### The clock network

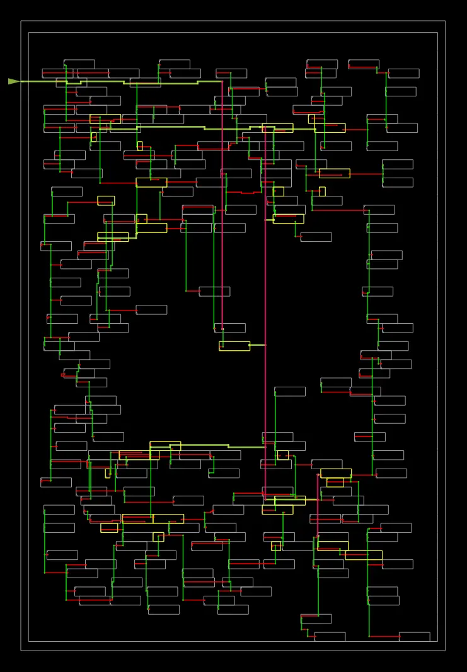
### Cell sizes after repair

Bar = 50 um.
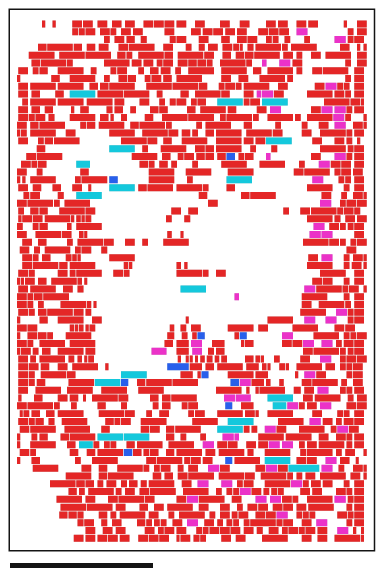
### Where the registers sit

Bar = 50 um. Other sequential cells in the stronger gray, the rest of the logic in the fainter gray.
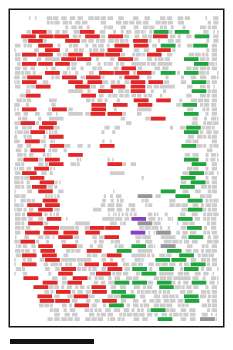
### Placed cells, one color a class

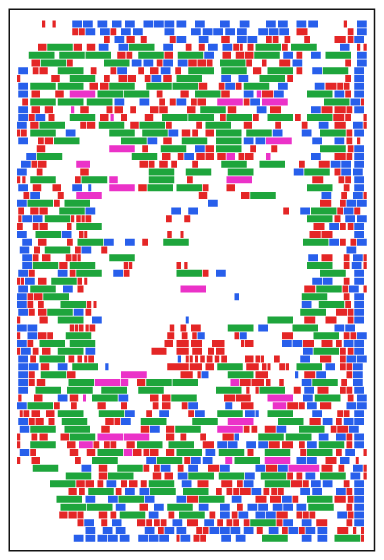
### Clock network drawn from the DEF

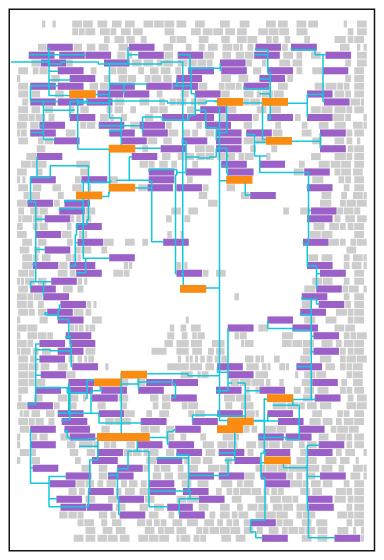
### config.mk
export PLATFORM = sky130hd
export DESIGN_NAME = icache_refill_ctrl
export DESIGN_NICKNAME = d
export VERILOG_FILES = /design/src/rtl/icache_refill_ctrl_pkg.sv /design/src/rtl/icache_refill_ctrl.sv
export SDC_FILE = /design/constraint.sdc
export NUM_CORES = 1
export LEC_CHECK = 0
export CORE_ASPECT_RATIO = 1.5
export CORE_MARGIN = 2
export CORE_UTILIZATION = 39
export DETAILED_ROUTE_END_ITERATION = 10
export HOLD_SLACK_MARGIN = 0.03
export PLACE_DENSITY = 0.77
export RECOVER_POWER = 100
export SKIP_LAST_GASP = 1
export SYNTH_ARGS = -nofsm -noshare
export SYNTH_HDL_FRONTEND = slang
export SYNTH_SLANG_ARGS = --single-unit
### constraint.sdc
create_clock -name clk_i -period 6.5 [get_ports clk_i]
set_clock_uncertainty 0.2 [all_clocks]
set_input_delay 0.975 -clock clk_i [delete_from_list [all_inputs] [get_ports clk_i]]
set_output_delay 0.975 -clock clk_i [all_outputs]
set_load 0.01 [all_outputs]
### src/rtl/icache_refill_ctrl_pkg.sv
`default_nettype none
// ============================================================================
// Module      : icache_refill_ctrl_pkg
// Description : Shared widths, transfer records and state encoding for the
//               instruction-cache line refill controller.
// Revision    : 1.0 - initial release
// ============================================================================
package icache_refill_ctrl_pkg;

  // Default cache geometry; the controller parameters take these as defaults
  localparam int ICACHE_PLEN            = 56;
  localparam int ICACHE_LINE_WIDTH      = 128;
  localparam int ICACHE_MEM_DATA_WIDTH  = 32;
  localparam int ICACHE_SET_ASSOC       = 4;
  localparam int ICACHE_INDEX_WIDTH     = 12;
  localparam int ICACHE_FETCH_WIDTH     = 32;
  localparam int ICACHE_REFILL_BEATS    = ICACHE_LINE_WIDTH / ICACHE_MEM_DATA_WIDTH;
  localparam int ICACHE_OFFSET_WIDTH    = $clog2(ICACHE_LINE_WIDTH / 8);

  // One memory response beat at the default bus width
  typedef struct packed {
    logic                             rvalid;
    logic [ICACHE_MEM_DATA_WIDTH-1:0] rdata;
  } mem_beat_rsp_t;

  // One tag/data array write at the default geometry
  typedef struct packed {
    logic                                              en;
    logic [ICACHE_INDEX_WIDTH-ICACHE_OFFSET_WIDTH-1:0] idx;
    logic [$clog2(ICACHE_SET_ASSOC)-1:0]               way;
    logic [ICACHE_PLEN-ICACHE_INDEX_WIDTH-1:0]         tag;
    logic [ICACHE_LINE_WIDTH-1:0]                      data;
  } refill_wr_t;

  // Refill sequencer states
  typedef enum logic [1:0] {
    ST_IDLE  = 2'd0,
    ST_REQ   = 2'd1,
    ST_BEATS = 2'd2,
    ST_WRITE = 2'd3
  } refill_state_e;

  // Beat counter width: enough to index every beat, never narrower than 1
  function automatic int cnt_width(input int beats);
    return (beats > 1) ? $clog2(beats) : 1;
  endfunction

endpackage
`default_nettype wire

### src/rtl/icache_refill_ctrl.sv
`default_nettype none
// ============================================================================
// Module      : icache_refill_ctrl
// Description : Instruction-cache miss/refill controller. Accepts one line
//               miss, fetches the line over a narrower memory bus in
//               LINE_WIDTH/MEM_DATA_WIDTH beats, assembles it and issues a
//               single tag/data array write. A kill lets the bus transaction
//               and array write complete but suppresses done/forward.
//               Optional macro ICACHE_CRIT_WORD_FWD_EN enables early
//               forwarding of the requested fetch word.
// Revision    : 1.0 - initial release
// ============================================================================
module icache_refill_ctrl
  import icache_refill_ctrl_pkg::*;
#(
  parameter int PLEN           = ICACHE_PLEN,
  parameter int LINE_WIDTH     = ICACHE_LINE_WIDTH,
  parameter int MEM_DATA_WIDTH = ICACHE_MEM_DATA_WIDTH,
  parameter int SET_ASSOC      = ICACHE_SET_ASSOC,
  parameter int INDEX_WIDTH    = ICACHE_INDEX_WIDTH,
  parameter int FETCH_WIDTH    = ICACHE_FETCH_WIDTH
) (
  input  logic                                           clk_i,
  input  logic                                           rst_i,
  input  logic                                           miss_req_i,
  input  logic [PLEN-1:0]                                miss_paddr_i,
  input  logic [$clog2(SET_ASSOC)-1:0]                   miss_way_i,
  output logic                                           miss_ready_o,
  input  logic                                           kill_i,
  output logic                                           mem_req_o,
  output logic [PLEN-1:0]                                mem_paddr_o,
  input  logic                                           mem_gnt_i,
  input  logic                                           mem_rvalid_i,
  input  logic [MEM_DATA_WIDTH-1:0]                      mem_rdata_i,
  output logic                                           wr_en_o,
  output logic [INDEX_WIDTH-$clog2(LINE_WIDTH/8)-1:0]    wr_idx_o,
  output logic [$clog2(SET_ASSOC)-1:0]                   wr_way_o,
  output logic [PLEN-INDEX_WIDTH-1:0]                    wr_tag_o,
  output logic [LINE_WIDTH-1:0]                          wr_data_o,
  output logic                                           done_o,
  output logic                                           fwd_valid_o,
  output logic [FETCH_WIDTH-1:0]                         fwd_data_o
);

  localparam int BEATS        = LINE_WIDTH / MEM_DATA_WIDTH;
  localparam int OFFSET_WIDTH = $clog2(LINE_WIDTH / 8);
  localparam int CNT_WIDTH    = cnt_width(BEATS);
  localparam int BEAT_OFF     = $clog2(MEM_DATA_WIDTH / 8);
  localparam logic [CNT_WIDTH-1:0] LAST_BEAT = CNT_WIDTH'(BEATS - 1);

  refill_state_e                  state_q, state_d;
  logic [PLEN-1:0]                paddr_q;
  logic [$clog2(SET_ASSOC)-1:0]   way_q;
  logic [LINE_WIDTH-1:0]          line_q;
  logic [CNT_WIDTH-1:0]           cnt_q;
  logic                           killed_q;
  logic                           write_cyc;

  // State register
  always_ff @(posedge clk_i or posedge rst_i) begin
    if (rst_i) state_q <= ST_IDLE;
    else       state_q <= state_d;
  end

  // Next-state sequencing: idle -> request -> collect beats -> write
  always_comb begin
    state_d = state_q;
    case (state_q)
      ST_IDLE:  if (miss_req_i) state_d = ST_REQ;
      ST_REQ:   if (mem_gnt_i) state_d = ST_BEATS;
      ST_BEATS: if (mem_rvalid_i && (cnt_q == LAST_BEAT)) state_d = ST_WRITE;
      ST_WRITE: state_d = ST_IDLE;
      default:  state_d = ST_IDLE;
    endcase
  end

  // Miss capture, kill tracking and line assembly (beat 0 at the lowest bits)
  always_ff @(posedge clk_i or posedge rst_i) begin
    if (rst_i) begin
      paddr_q  <= '0;
      way_q    <= '0;
      line_q   <= '0;
      cnt_q    <= '0;
      killed_q <= 1'b0;
    end else begin
      case (state_q)
        ST_IDLE: begin
          // A kill coinciding with a new miss belongs to nothing in flight
          if (miss_req_i) begin
            paddr_q  <= miss_paddr_i;
            way_q    <= miss_way_i;
            cnt_q    <= '0;
            killed_q <= 1'b0;
          end
        end
        ST_REQ: begin
          if (kill_i) killed_q <= 1'b1;
        end
        ST_BEATS: begin
          if (kill_i) killed_q <= 1'b1;
          if (mem_rvalid_i) begin
            line_q[cnt_q*MEM_DATA_WIDTH +: MEM_DATA_WIDTH] <= mem_rdata_i;
            cnt_q <= cnt_q + CNT_WIDTH'(1);
          end
        end
        ST_WRITE: begin
          if (kill_i) killed_q <= 1'b1;
        end
        default: ;
      endcase
    end
  end

  assign write_cyc    = (state_q == ST_WRITE);
  assign miss_ready_o = (state_q == ST_IDLE);
  assign mem_req_o    = (state_q == ST_REQ);
  assign mem_paddr_o  = mem_req_o ? {paddr_q[PLEN-1:OFFSET_WIDTH], {OFFSET_WIDTH{1'b0}}} : '0;

  assign wr_en_o   = write_cyc;
  assign wr_idx_o  = write_cyc ? paddr_q[INDEX_WIDTH-1:OFFSET_WIDTH] : '0;
  assign wr_tag_o  = write_cyc ? paddr_q[PLEN-1:INDEX_WIDTH]         : '0;
  assign wr_way_o  = write_cyc ? way_q                               : '0;
  assign wr_data_o = write_cyc ? line_q                              : '0;
  // A kill arriving in the write cycle itself still cancels completion
  assign done_o    = write_cyc & ~killed_q & ~kill_i;

`ifdef ICACHE_CRIT_WORD_FWD_EN
  localparam int WORDS     = MEM_DATA_WIDTH / FETCH_WIDTH;
  localparam int WORD_OFF  = $clog2(FETCH_WIDTH / 8);
  localparam int WSEL_W    = (WORDS > 1) ? $clog2(WORDS) : 1;

  logic [CNT_WIDTH-1:0]   crit_beat;
  logic [WSEL_W-1:0]      crit_word;
  logic                   fwd_hit;
  logic                   fwd_valid_q;
  logic [FETCH_WIDTH-1:0] fwd_data_q;

  if (BEATS > 1) begin : g_beat_sel
    assign crit_beat = paddr_q[OFFSET_WIDTH-1:BEAT_OFF];
  end else begin : g_beat_single
    assign crit_beat = '0;
  end

  if (WORDS > 1) begin : g_word_sel
    assign crit_word = paddr_q[BEAT_OFF-1:WORD_OFF];
  end else begin : g_word_single
    assign crit_word = '0;
  end

  assign fwd_hit = (state_q == ST_BEATS) && mem_rvalid_i && (cnt_q == crit_beat)
                   && !killed_q && !kill_i;

  // One-cycle forward of the requested fetch word, the cycle after its beat
  always_ff @(posedge clk_i or posedge rst_i) begin
    if (rst_i) begin
      fwd_valid_q <= 1'b0;
      fwd_data_q  <= '0;
    end else begin
      fwd_valid_q <= fwd_hit;
      fwd_data_q  <= fwd_hit ? mem_rdata_i[crit_word*FETCH_WIDTH +: FETCH_WIDTH] : '0;
    end
  end

  assign fwd_valid_o = fwd_valid_q;
  assign fwd_data_o  = fwd_data_q;
`else
  // Line-offset address bits only matter to the forward path
  logic unused_offset_bits;
  assign unused_offset_bits = ^paddr_q[OFFSET_WIDTH-1:0] ^ (BEAT_OFF > 0);
  assign fwd_valid_o = 1'b0;
  assign fwd_data_o  = '0;
`endif

endmodule
`default_nettype wire

==> summary.txt <==
The following summarizes the physical implementation.

Detailed routing
The via density per instance is 4.97. The detailed router reported a total wirelength of roughly 26 mm. Per the post-route antenna check, the number of violating nets is 0. The pre-antenna-repair detailed-routing pass consisted of 4 iterations.

The routed design shows a wire length per standard cell of ~19 um. The number of vias after detailed routing is between 6,000 and 7,000. The remaining routing DRC violations is 0.

Timing
The smallest hold slack is ~0.27 ns. The minimum setup slack in the final design is around 1.6 ns. For the pin with the worst max-slew slack, the measured transition is 2.25 ns. The smallest clock period supported by the final layout is computed as around 4.9 ns. The number of failing setup endpoints in the final timing report is 0. Of the available clock period, the critical path in the final layout requires 0.761.

Based on the critical path, the design can be clocked at up to 202 MHz. Setup repair after global routing left no endpoint under its margin. Pins over their slew limit in the final report were tallied at 474. Measured against its own limit, the worst slew margin works out to -0.507. For reference, the final report shows the hold violation count at 0. The post-route setup TNS is 0 ns.

Synth
The area fraction of the largest cell type after synthesis is 0.529. Among all flip-flop cells after synthesis, the most frequent one is sky130_fd_sc_hd__dfrtp_1. For reference, the mux area share after synthesis is 0.0700. Yosys printed 0 warnings. The simple-gate share of the synthesized area is 0.193. The most area-hungry cell type in the Yosys netlist is sky130_fd_sc_hd__dfrtp_1. The main area contributors are sky130_fd_sc_hd__dfrtp_1, sky130_fd_sc_hd__and2_1, sky130_fd_sc_hd__a22o_1, sky130_fd_sc_hd__mux2_2, sky130_fd_sc_hd__buf_4. The netlist uses 32 different library cells. Per the synthesis report, the AND-OR/OR-AND share of the synthesized area is 0.129. The synthesized netlist has a Yosys-reported chip area of about 8800 um^2. Yosys reported that registers with async set or reset make up 1.00.

The cell count after synthesis is about 760. In this run, the synthesized area fraction spent on xor and xnor cells is recorded as 0. The synthesized area per cell is ~12 um^2. The dominant cell by count in the synthesized netlist is sky130_fd_sc_hd__and2_1. Counting instances in the post-synthesis netlist gives the leading cell types as sky130_fd_sc_hd__and2_1, sky130_fd_sc_hd__dfrtp_1, sky130_fd_sc_hd__a22o_1, sky130_fd_sc_hd__mux2_2, sky130_fd_sc_hd__buf_4. Per the synthesis report, the adder-cell share of the synthesized area is 0.0141.

Per Yosys stat, the portion of area used by sequential elements is 0.529. The combinational family with the most area after synthesis is simple AND/OR/NAND/NOR gates. The number of cells in the yosys synthesis report is ~760.

The post-synth design cell area is 8850 um^2.

Global route
The number of antenna violations at the first check in global routing is 0. The all-layer global routing usage is 0.213. The number of global-route vias before repair is approximately 6,700. The first global-routing pass estimated roughly 39 mm of wire. Entering global routing, the biggest net connects around 120 pins.

Worst setup path
The worst setup path is launched from an input port. Looking at the reg2reg group, the worst path ends at line_q[8]$_DFFE_PP0P_. The worst-case reg-to-reg setup slack stands at between 1.5 and 2 ns.

The first element of the critical path is mem_rvalid_i. The kind of end point of the critical path is a flip-flop. The beginning of the worst register-to-register path is state_q[0]$_DFFE_PP0P_. The worst setup path is of the in2reg kind. The depth of the most critical reg-to-reg path is 6. The data required time of the worst path is 6.66 ns. The capturing element of the worst setup path is line_q[8]$_DFFE_PP0P_. STA puts the critical path data arrival time at just over 5 ns. The maximum fanout encountered on the critical timing path is 33.

Power
Switching power as a fraction of the total was reported as 0.327. The proportion of power drawn by flip-flops and latches is 0.382. The highest ir drop seen on vdd is ~0.00018 V. The switching power is 1.45 mW. Summed over all cells, the static leakage comes to around 5.8 nW. After layout, the design draws a total of about 4.5 mW.

The combinational power is around 1.7 mW. The power of the sequential group is around 1.7 mW. The flow reported a cell area power density of around 350 nW/um^2. Of the total power, the clock network draws 0.226.

Looking at the group totals, the largest power group turns out to be combinational logic. The cell-internal power is approximately 3 mW. The combinational cell fraction of total power is 0.392.

Outcome
The final reports fail on capacitance limit, slew limit. The flow ran to the end, but the final reports show violations.

Layout
The number of multi-input combinational cells in the layout is roughly 510. Once layout is complete, the utilization of the core stands at 0.570. In the final layout, the multi-input gates occupy approximately 3700 um^2. The most common logic cells in the final layout are sky130_fd_sc_hd__clkdlybuf4s50_1, sky130_fd_sc_hd__dfrtp_1, sky130_fd_sc_hd__and2_0. Per the layout area report, the sequential fraction of cell area is 0.368. The combinational fraction of the cell area is 0.294.

The layout report lists the non-clock buffer share of cell area as 0.264. The number of antenna repair diodes is 0. Once layout is done, the placed cells without fillers occupy about 13,000 um^2. From synthesis to final layout, the design area changed by 43.6%. Counting the inverters off the clock network in the layout gives 6. The filler cell count in the final layout is ~2,000. In the final layout, the clock buffer count is 23. The final cell count without fillers is 1,355. The cell group occupying the most layout area is registers.

Per the layout report, the design carries 341 non-clock buffers. The fraction of final layout cells with drive strength greater than 1 is 0.0890. The layout report lists the clock-cell share of area as 0.0447.

Per the layout area report, the register area comes to about 4700 um^2. Among logic cells in the layout, the one with the most instances is sky130_fd_sc_hd__clkdlybuf4s50_1. The final net count is between 1,000 and 1,500.

Place
Buffers placed on the I/O ports in this run total about 330. The congestion estimate from routability-driven global placement came to between 0.7 and 0.8. The pre-CTS setup slack is slightly above 2 ns. The HPWL after detailed placement is 17.7 mm. The detailed placer reported the number of placed instances as ~1,300.

Per the detailed placement report, the placed cell area equals roughly 12,000 um^2.

CTS
The clock buffer count from CTS is 17. Looking at the clock tree report, the H-tree level count equals 4. In this run the clock root is driven by a sky130_fd_sc_hd__clkbuf_16. Post-CTS repair changed the size of 0 cells. The hold buffer count at CTS is 0.

The number of sinks handled by clock tree synthesis is around 190. No sink is reached through more buffers than the 2 on the longest clock path. The clock transition time at the flip-flop clock pins of the worst setup and hold paths is ~0.07 ns.

Floorplanning
The core box area is about 22,000 um^2. The initial cell density of the core is 0.397. The site row count is 67. The area enclosed by the die boundary is between 20,000 and 25,000 um^2. The width of the chip is between 100 and 150 um.

The die extent in y is 188 um. The number of primary I/O pins is ~370. The number of tapcells is between 200 and 300.

Min path
Checking hold timing, the worst path is listed with class reg2reg. The hold path startpoint is line_q[89]$_DFFE_PP0P_. The instance count along the most critical hold path is 2. The path with the worst hold slack has its endpoint at line_q[89]$_DFFE_PP0P_.

Flow run
The tool flagged a number of max-cap violations equal to 9. The total tool warning count is ~40.
## Picture notes: 'The clock network'
latest clock arrival within the worst-skew pair: 0.42 ns
Clock group: 1.01 mW
number of sequential storage elements: 187

## Picture notes: 'Cell sizes after repair'
Cyan marks x6 and larger, cells 21. Magenta marks x2, cells 64. Blue marks x3 and x4, cells 11. Red marks x1 and smaller, cells 983.

## Picture notes: 'Where the registers sit'
Purple marks cnt_q, placed flops 2. Green marks paddr_q, placed flops 52. Red marks line_q, placed flops 128.

## Picture notes: 'Placed cells, one color a class'
Red marks remaining logic cells, cells 519, share of their area 30%. Magenta marks clock drivers and dummy loads, cells 32, share of their area 4.6%. Green marks registers, cells 187, share of their area 38%. Blue marks remaining buffers and delay cells, cells 341, share of their area 27%.

## Picture notes: 'Clock network drawn from the DEF'
Cyan marks clock wires, length 2,310 um. Orange marks clock-net drivers, count 17. Purple marks flip-flops, count 187.
There are 18 routed clock nets.

==> worst max-delay path, stage by stage <==
cell	delay, ns
sky130_fd_sc_hd__dlygate4sd3_1	0.78
sky130_fd_sc_hd__nand3_2	0.70
sky130_fd_sc_hd__nor4b_2	1.72
sky130_fd_sc_hd__clkbuf_1	0.67
sky130_fd_sc_hd__a22o_1	0.24
==> registers in the layout, summed over array words and instances (netlist names) <==
register,cells
line_q,128
cnt_q,2
paddr_q,52
way_q,2
state_q,2
killed_q,1
==> layer usage <==
metal  vias to the layer above  GRT usage  part of all wire
met4                         0     0.0761             0.027
met1                      3319      0.244              0.38
li1                       3129          -                 -
met5                         -          0                 0
met2                       261      0.387              0.53
met3                        32     0.0488             0.057
Power and IR drop assume default switching activity.
